[src/rtl/demux_1to4_pkg.sv]
// Shared constants, select type and one-hot helper for the clocked 1-to-4 demultiplexer.
package demux_1to4_pkg;

    localparam int SEL_W = 2;
    localparam int N_OUT = 4;

    typedef logic [SEL_W-1:0] sel_t;

    function automatic logic [N_OUT-1:0] sel_to_onehot(input sel_t sel);
        logic [N_OUT-1:0] oh;
        oh = 4'b0000;
        case (sel)
            2'd0:    oh = 4'b0001;
            2'd1:    oh = 4'b0010;
            2'd2:    oh = 4'b0100;
            2'd3:    oh = 4'b1000;
            default: oh = 4'b0000;
        endcase
        return oh;
    endfunction

endpackage

[src/rtl/demux_1to4_dec.sv]
// Combinational 2-to-4 one-hot decoder for the demultiplexer lane select.
module demux_1to4_dec
    import demux_1to4_pkg::*;
(
    input  sel_t             s,
    output logic [N_OUT-1:0] dec
);

    // one-hot decode of the lane select
    always_comb begin
        dec = sel_to_onehot(s);
    end

endmodule

[src/rtl/demux_1to4.sv]
// Clocked 1-to-4 demultiplexer with registered lanes and one-hot select copy.
// Build option: define DEMUX_1TO4_HOLD_EN to let unselected lanes keep their value on a load.
module demux_1to4
    import demux_1to4_pkg::*;
#(
    parameter int WIDTH = 1
) (
    input  logic                   clk,
    input  logic                   rst_n,
    input  logic                   en,
    input  logic [WIDTH-1:0]       i,
    input  sel_t                   s,
    output logic [N_OUT*WIDTH-1:0] y,
    output logic [N_OUT-1:0]       sel_oh
);

    logic [N_OUT-1:0]       dec_s;
    logic [N_OUT*WIDTH-1:0] y_next_s;
    logic [N_OUT*WIDTH-1:0] y_r;
    logic [N_OUT-1:0]       sel_oh_r;

    demux_1to4_dec u_dec (
        .s   (s),
        .dec (dec_s)
    );

    // per-lane next value: selected lane takes i, others clear or hold by build
    always_comb begin
        y_next_s = y_r;
        for (int k = 0; k < N_OUT; k++) begin
            if (dec_s[k]) begin
                y_next_s[k*WIDTH +: WIDTH] = i;
            end else begin
`ifdef DEMUX_1TO4_HOLD_EN
                y_next_s[k*WIDTH +: WIDTH] = y_r[k*WIDTH +: WIDTH];
`else
                y_next_s[k*WIDTH +: WIDTH] = '0;
`endif
            end
        end
    end

    // output registers, cleared asynchronously and loaded only on enabled edges
    always_ff @(posedge clk or negedge rst_n) begin
        if (!rst_n) begin
            y_r      <= '0;
            sel_oh_r <= 4'b0000;
        end else if (en) begin
            y_r      <= y_next_s;
            sel_oh_r <= dec_s;
        end else begin
            y_r      <= y_r;
            sel_oh_r <= sel_oh_r;
        end
    end

    assign y      = y_r;
    assign sel_oh = sel_oh_r;

    a_sel_known: assert property (@(posedge clk) disable iff (!rst_n) en |-> !$isunknown(s))
        else $error("select contains X/Z while enabled");

endmodule

[config.mk]
export PLATFORM = sky130hd
export DESIGN_NAME = demux_1to4
export DESIGN_NICKNAME = d
export VERILOG_FILES = /design/src/rtl/demux_1to4_pkg.sv /design/src/rtl/demux_1to4_dec.sv /design/src/rtl/demux_1to4.sv
export SDC_FILE = /design/constraint.sdc
export NUM_CORES = 1
export LEC_CHECK = 0
export CAP_MARGIN = 20
export CORE_UTILIZATION = 25
export DETAILED_ROUTE_END_ITERATION = 12
export GPL_ROUTABILITY_DRIVEN = 0
export PLACE_DENSITY = 0.49
export SLEW_MARGIN = 20
export SYNTH_ARGS = -nofsm -noshare
export SYNTH_HDL_FRONTEND = slang
export SYNTH_SLANG_ARGS = --single-unit
[constraint.sdc]
create_clock -name clk -period 2.1 [get_ports clk]
set_input_delay 0.21 -clock clk [delete_from_list [all_inputs] [get_ports clk]]
set_output_delay 0.21 -clock clk [all_outputs]
set_load 0.005 [all_outputs]
### Routed clock nets over the placement, run 1

Drawn at 12 px/µm.
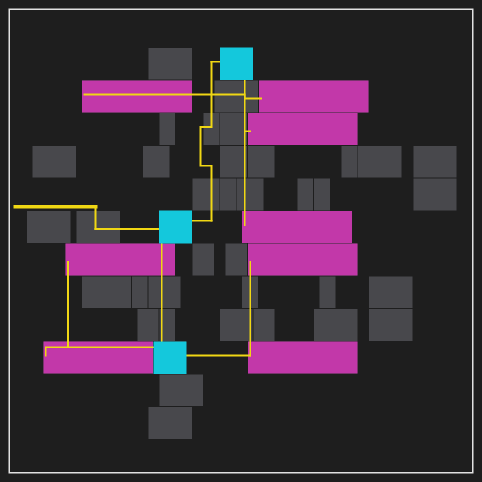
Key: cells driving clock nets = cyan [count 3]; clock wires = yellow [length 104 µm]; flip-flops = magenta [count 8]
There are 4 routed clock nets.
clk ins delay skew pair: 0.25 ns
clk_skew: 0 ns
clock share of power: 33.4%
clock network power: 0.113 mW

### Cell density map, run 1

Drawn at 8 px/µm. The die is cut into 8 by 8 equal tiles; black is low, pale yellow is high, 0 to 100% covered.
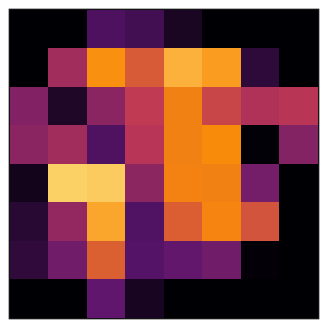
9.4% of the tiles are over 75% full. The emptiest ninth of the die: bottom right. The densest ninth of the die: middle.
core area: 0.00117 mm²
fin util: 42.0%
fp util: 28.4%

==> flow_metrics.env, run 1 <==
# implementation run metrics
export IMPL_status="completed"
export IMPL_synth_distinct_cells=11
export IMPL_cp_top_family="buffers and inverters"
export IMPL_bufAreaShareNonClock_pct=26.5
export IMPL_synthMuxAreaShare_pct=3.38
export IMPL_p_total_mw=0.339
export IMPL_grt_pass1_wl_um=1050
export IMPL_antenna_found_initial=0
export IMPL_finalCriticalPeriod_ns=1.31
export IMPL_criticalPathCategory="register to output pin"
export IMPL_tap_cells=14
export IMPL_ctsHtreeMaxLevel=1
export IMPL_cts_setup_buffers=0
export IMPL_ir_worst_vdd_mv=0.297
export IMPL_cpPeakStageDelay_ns=0.50
export IMPL_ios=14
export IMPL_crit_chain="clkdlybuf4s50_1"
export IMPL_drt_wl_total_um=614
export IMPL_comb_share_pct=19.3
export IMPL_cts_root_buf="clkbuf_4"
export IMPL_met1Wirelength_um=295
export IMPL_nMultiInputCombCells=16
export IMPL_slowest_stage="clkdlybuf4s50_1"
export IMPL_overflow=0
export IMPL_firstDrtPassIters=5
export IMPL_yosys_cells=32
export IMPL_leakagePower_nw=0.211
export IMPL_grt_busiest_layer="met2"
export IMPL_numPortBuffers=13
export IMPL_clk_path_buf_depth=2
export IMPL_use_met3_pct=3.49
export IMPL_hold_buffers=0
export IMPL_place_area_um2=469
export IMPL_synth_async_reset_ratio_pct=100
export IMPL_critPathArrivalTime_ns=1.10
export IMPL_p_seq_share_pct=50.3
export IMPL_cp_end_kind="output pin"
export IMPL_warnings=26
export IMPL_sh_seq_area_pct=40.7
export IMPL_syn_area_um2=333
export IMPL_top_area_cell="dfrtp_1"
export IMPL_power_leader="sequential cells"
export IMPL_max_cap_violations=0
export IMPL_final_area_um2=492
export IMPL_fp_nets=38
export IMPL_drc=0
export IMPL_grt_pass1_vias=248
export IMPL_place_ws_ns=0.683
export IMPL_placementRows=12
export IMPL_n_all_buffers=13
export IMPL_fin_cells=61
export IMPL_cts_resized=0
export IMPL_die_h_um=38.5
export IMPL_n_fill_cell=112
export IMPL_clkTransAtPathRegs_ns=0.05
export IMPL_die_w_um=38.5
export IMPL_p_sw_mw=0.0744
export IMPL_grt_total_usage_pct=11.2
export IMPL_synth_chip_area_um2=333
export IMPL_setup_slack_ns=0.791
### Clock routing, run 1

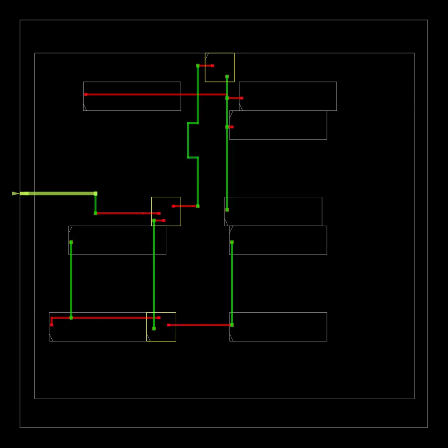
seq_cells: 8
clock net sink count: 8
clock buf count: 3
CTS Buf Count: 3

-- run 1: path summary, 6_finish.rpt --
check                                from        end  cells past startpoint
max in group asynchronous           rst_n       y[1]                      1
worst min register to register  sel_oh[0]  sel_oh[0]                      1
worst max register to register  sel_oh[0]  sel_oh[0]                      1
worst max-delay path            sel_oh[0]  sel_oh[0]                      1
worst min-delay path                rst_n  sel_oh[1]                      1
min in group clk                sel_oh[0]  sel_oh[0]                      1
-- run 1: state kept, by name, indices dropped and copies added, names as in the netlist --
name,cells
sel_oh,4
y,4
-- run 1: cells in the final DEF, fill, tap and decap left out, drive strengths merged --
cell and count:
clkbuf 3, o22ai 4, o21ai 3, clkdlybuf4s50 13, dfrtp 8, nor2 1, inv 7, nand2 2
mux2 1, nand2b 2, nand3 1, nand3b 2
==> inputs of run 2 (changes only) <==
--- a/config.mk
+++ b/config.mk
@@ -9,7 +9,7 @@
 export CORE_UTILIZATION = 25
 export DETAILED_ROUTE_END_ITERATION = 12
 export GPL_ROUTABILITY_DRIVEN = 0
-export PLACE_DENSITY = 0.49
+export PLACE_DENSITY = 0.51
 export SLEW_MARGIN = 20
 export SYNTH_ARGS = -nofsm -noshare
 export SYNTH_HDL_FRONTEND = slang
==> constraint.sdc (replaced) <==
create_clock -name clk -period 1.2 [get_ports clk]
set_input_delay 0.12 -clock clk [delete_from_list [all_inputs] [get_ports clk]]
set_output_delay 0.12 -clock clk [all_outputs]
set_load 0.005 [all_outputs]
### Clock routing, run 2

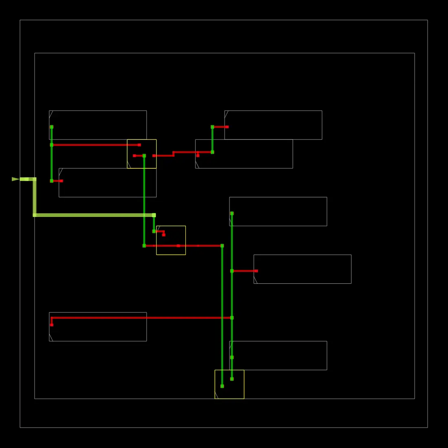
clock network power: 0.203 mW

### Cell density map, run 2

Drawn at 8 px/µm. The die is cut into 8 by 8 equal tiles; black is low, pale yellow is high, 0 to 100% covered.
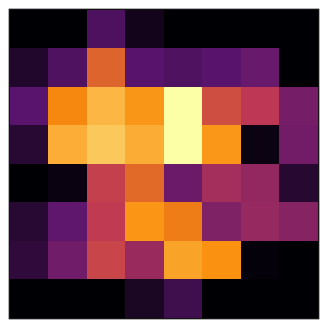
The fullest tile reaches 100%. 25% of the tiles are nearly empty. The densest ninth of the die: middle. 17% of the tiles are over 75% full. The mean over all tiles is 33%.
fin util: 43.1%

### Routed clock nets over the placement, run 2

Drawn at 12 px/µm.
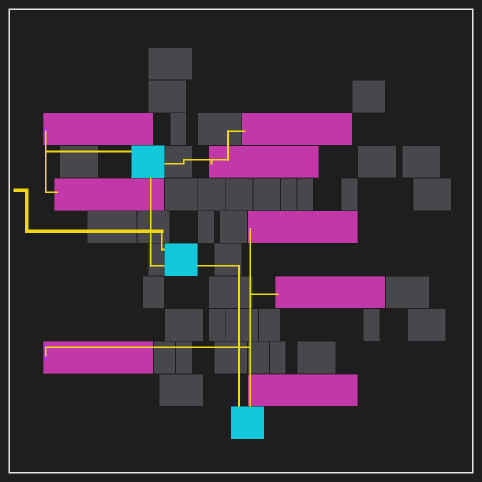
Key: clock wires = yellow [length 108 µm]; flip-flops = magenta [count 8]; cells driving clock nets = cyan [count 3]
There are 4 routed clock nets.
clock share of power: 34.3%

==> run 2 against run 1 <==
Effect of this change: via count increased by 2.6%; sequential share of layout area decreased by 1.0 points; sequential power grew 74%; worst setup slack worse by 0.60 ns; largest cell class unchanged; global-route usage up 1.9 points.
==> flow_metrics.env, run 2 <==
# implementation run metrics
export IMPL_die_h_um=38.5
export IMPL_ys_seq_share_pct=60.2
export IMPL_cpPeakStageDelay_ns=0.38
export IMPL_synth_async_reset_ratio_pct=100
export IMPL_drc=0
export IMPL_core_util_floorplan_pct=28.4
export IMPL_ff_count=8
export IMPL_comb_share_pct=18.9
export IMPL_final_area_um2=504
export IMPL_cp_end_kind="output pin"
export IMPL_ir_worst_vdd_mv=0.576
export IMPL_overflow=0
export IMPL_post_dp_hpwl_um=501
export IMPL_drt_wl_total_um=670
export IMPL_core_mm2=0.00117
export IMPL_yosys_cells=32
export IMPL_bufAreaShareNonClock_pct=28.3
export IMPL_n_fill_cell=122
export IMPL_syn_area_um2=333
export IMPL_final_cell_mix="dlygate4sd2_1, dfrtp_1, inv_1"
export IMPL_top_area_cell="dfrtp_1"
export IMPL_grt_busiest_layer="met2"
export IMPL_fp_nets=38
export IMPL_numPortBuffers=13
export IMPL_cts_root_buf="clkbuf_4"
export IMPL_ios=14
export IMPL_status="completed"
export IMPL_crit_chain="dlygate4sd2_1"
export IMPL_grt_max_degree=9
export IMPL_nMultiInputCombCells=16
export IMPL_slowest_stage="dfrtp_1"
export IMPL_cts_buffers_inserted=3
export IMPL_leakagePower_nw=0.254
export IMPL_antenna_found_initial=0
export IMPL_finalCriticalPeriod_ns=1.01
export IMPL_clk_path_buf_depth=2
export IMPL_power_per_cell_area_mw_per_mm2=1170
export IMPL_synthMuxAreaShare_pct=3.38
export IMPL_met1Wirelength_um=310
export IMPL_cp_top_family="flip-flops"
export IMPL_clock_latency_ns=0.25
export IMPL_clock_sinks=8
export IMPL_place_area_um2=484
export IMPL_grt_pass1_vias=303
export IMPL_nClkBuffers=3
export IMPL_setup_slack_ns=0.193
export IMPL_hold_buffers=0
export IMPL_fin_skew_ns=0
export IMPL_place_ws_ns=0.0838
export IMPL_drive_gt1_share_pct=14.0
export IMPL_placementRows=12
export IMPL_max_cap_violations=0
export IMPL_post_drt_wl_per_cell_um=10.5
export IMPL_sh_seq_area_pct=39.7
export IMPL_grt_total_usage_pct=13.1
export IMPL_critPathArrivalTime_ns=0.89
export IMPL_warnings=26
export IMPL_synth_distinct_cells=11
export IMPL_fin_cells=64
export IMPL_criticalPathCategory="register to output pin"
export IMPL_synth_chip_area_um2=333
export IMPL_n_all_buffers=16
export IMPL_clkTransAtPathRegs_ns=0.06
export IMPL_grt_pass1_wl_um=1260
export IMPL_die_w_um=38.5
export IMPL_ctsHtreeMaxLevel=1
export IMPL_critical_path_buf_inv_count=1
export IMPL_tap_cells=14
export IMPL_p_total_mw=0.592
## run 2: power by group
group	internal [mW]	leakage (nW)	switching, mW
logic	0.0530	0.135	0.0392
registers	0.289	0.106	0.00785
clock network	0.114	0.0138	0.0889
total	0.456	0.254	0.136
## run 2: final timing paths
kind	from	endpoint	slack (ns)	cells past startpoint
worst min-delay path	rst_n	sel_oh[1]	0.14	1
worst max-delay path	y[0]	y[0]	0.19	1
min in group clk	sel_oh[0]	sel_oh[0]	0.51	1
worst min register to register	sel_oh[0]	sel_oh[0]	0.51	1
max in group asynchronous	rst_n	y[1]	0.79	1
worst max register to register	sel_oh[0]	sel_oh[0]	0.46	1
## run 2: repair_timing
item	4_1_cts	5_1_grt
setup endpoints to repair	8	0
setup buffers	1	0
resized	8	0
==> inputs of run 3 (changes only) <==
--- a/config.mk
+++ b/config.mk
@@ -9,7 +9,7 @@
 export CORE_UTILIZATION = 25
 export DETAILED_ROUTE_END_ITERATION = 12
 export GPL_ROUTABILITY_DRIVEN = 0
-export PLACE_DENSITY = 0.51
+export PLACE_DENSITY = 0.49
 export SLEW_MARGIN = 20
 export SYNTH_ARGS = -nofsm -noshare
 export SYNTH_HDL_FRONTEND = slang
==> constraint.sdc (replaced) <==
create_clock -name clk -period 1 [get_ports clk]
set_input_delay 0.1 -clock clk [delete_from_list [all_inputs] [get_ports clk]]
set_output_delay 0.1 -clock clk [all_outputs]
set_load 0.005 [all_outputs]
### Cells coloured by class, run 3

Drawn at 10 px/µm. Fill, decap, tap and diode cells in grey.
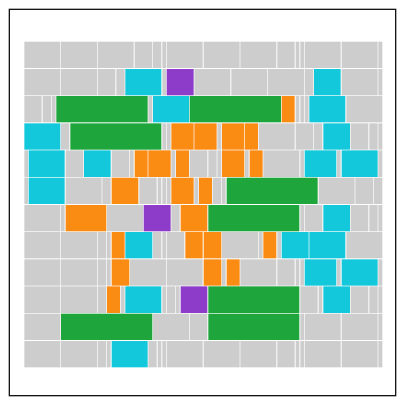
Key: all other logic = orange [cells 23]; other buffers and delay cells = cyan [cells 20]; flip-flops = green [cells 8]; cells driving clock nets = purple [cells 3]
design area: 542 µm²
Seq/total area: 37.0%
# rows: 12
fin util: 46.3%

### Layout detail, run 3

Region (7, 7) to (32, 32) µm. Cells in grey, sequential cells in the stronger grey; small squares are vias.
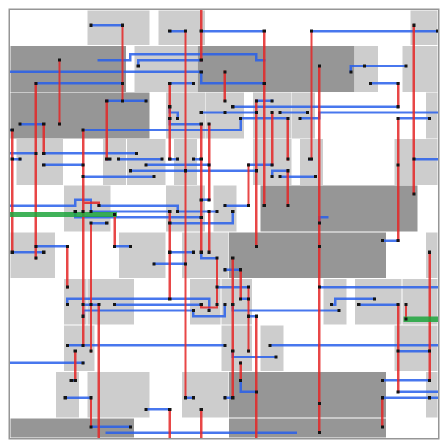
Key: met1 = blue; met3 = green; met2 = red
Most frequent: inv_1 (7), dfrtp_1 (6). 43 logic cells have their middle in the window. Netlist names of flops here include y (4), sel_oh (2). Sequential cells in the window: 6.

### Routed clock nets over the placement, run 3

Drawn at 12 px/µm.
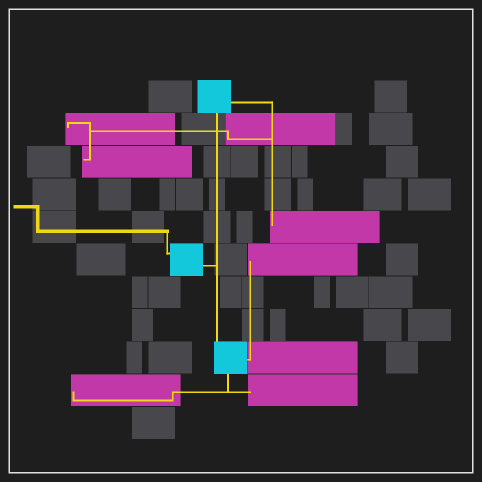
Key: clock wires = yellow [length 104 µm]; cells driving clock nets = cyan [count 3]; flip-flops = magenta [count 8]
There are 4 routed clock nets.
clock share of power: 32.8%
clock network power: 0.238 mW

==> run 3 against run 2 <==
Effect of this change: register-to-register slack worse by 0.30 ns; combinational power up 42%; hold slack worse by 0.014 ns; critical path depth unchanged; non-clock buffer count up 4; core utilization up 3.2 points; count of clock-buffer cells in the layout unchanged; synthesized cell count unchanged.
==> flow_metrics.env, run 3 <==
# implementation run metrics
export IMPL_status="completed"
export IMPL_fin_cells=68
export IMPL_worst_r2r_cell_count=4
export IMPL_cp_top_family="flip-flops"
export IMPL_top_area_cell="dfrtp_1"
export IMPL_grt_max_degree=13
export IMPL_grt_pass1_vias=275
export IMPL_critical_path_buf_inv_count=1
export IMPL_worstSetupPathDepth=1
export IMPL_criticalPathCategory="register to output pin"
export IMPL_leakagePower_nw=0.260
export IMPL_ios=14
export IMPL_synth_distinct_cells=11
export IMPL_synth_chip_area_um2=333
export IMPL_cpPeakStageDelay_ns=0.37
export IMPL_die_h_um=38.5
export IMPL_clock_sinks=8
export IMPL_drc=0
export IMPL_cp_end_kind="output pin"
export IMPL_core_mm2=0.00117
export IMPL_r2r_start="sel_oh[1]"
export IMPL_ys_seq_share_pct=60.2
export IMPL_place_ws_ns=-0.0993
export IMPL_share_comb_of_total_power_pct=18.0
export IMPL_setup_slack_ns=0.0235
export IMPL_max_cap_violations=0
export IMPL_numPortBuffers=13
export IMPL_cts_buffers_inserted=3
export IMPL_syn_area_um2=333
export IMPL_crit_chain="dlygate4sd2_1"
export IMPL_post_dp_hpwl_um=470
export IMPL_p_total_mw=0.726
export IMPL_pg_seq_mw=0.357
export IMPL_crit_start="sel_oh[3]"
export IMPL_p_comb_mw=0.131
export IMPL_overflow=0
export IMPL_grt_total_usage_pct=12.1
export IMPL_cts_root_buf="clkbuf_4"
export IMPL_finalCriticalPeriod_ns=0.977
## run 3: cell counts after synthesis
No cell type changed its count.
## run 3: cell families (layout without fill, tap and decap cells)
family | after synthesis | in the layout
flops | 8 | 8
simple gates | 8 | 8
compound gates | 7 | 7
mux | 1 | 1
buf+inv | 8 | 30
## run 3: per-layer routing
layer  global-route usage, %  share of wire [%]
met3                    3.49                6.4
met5                       0                  0
met4                    10.3                  0
met1                    15.1                 49
met2                    16.7                 44
## run 3: repair_timing
item                                    4_1_cts  5_1_grt
resized                                       8        6
cloned                                        0        0
buffers inserted                              2        3
endpoints found under the setup margin        8        8
## run 3: area by class of cell
class	count	share of cell area, %
clock buffer	3	4.16
sequential	8	37.0
multi-input combinational	16	17.6
timing repair buffer	20	33.3
inverter	7	4.85
tap	14	3.23
Power and IR drop assume default switching activity.
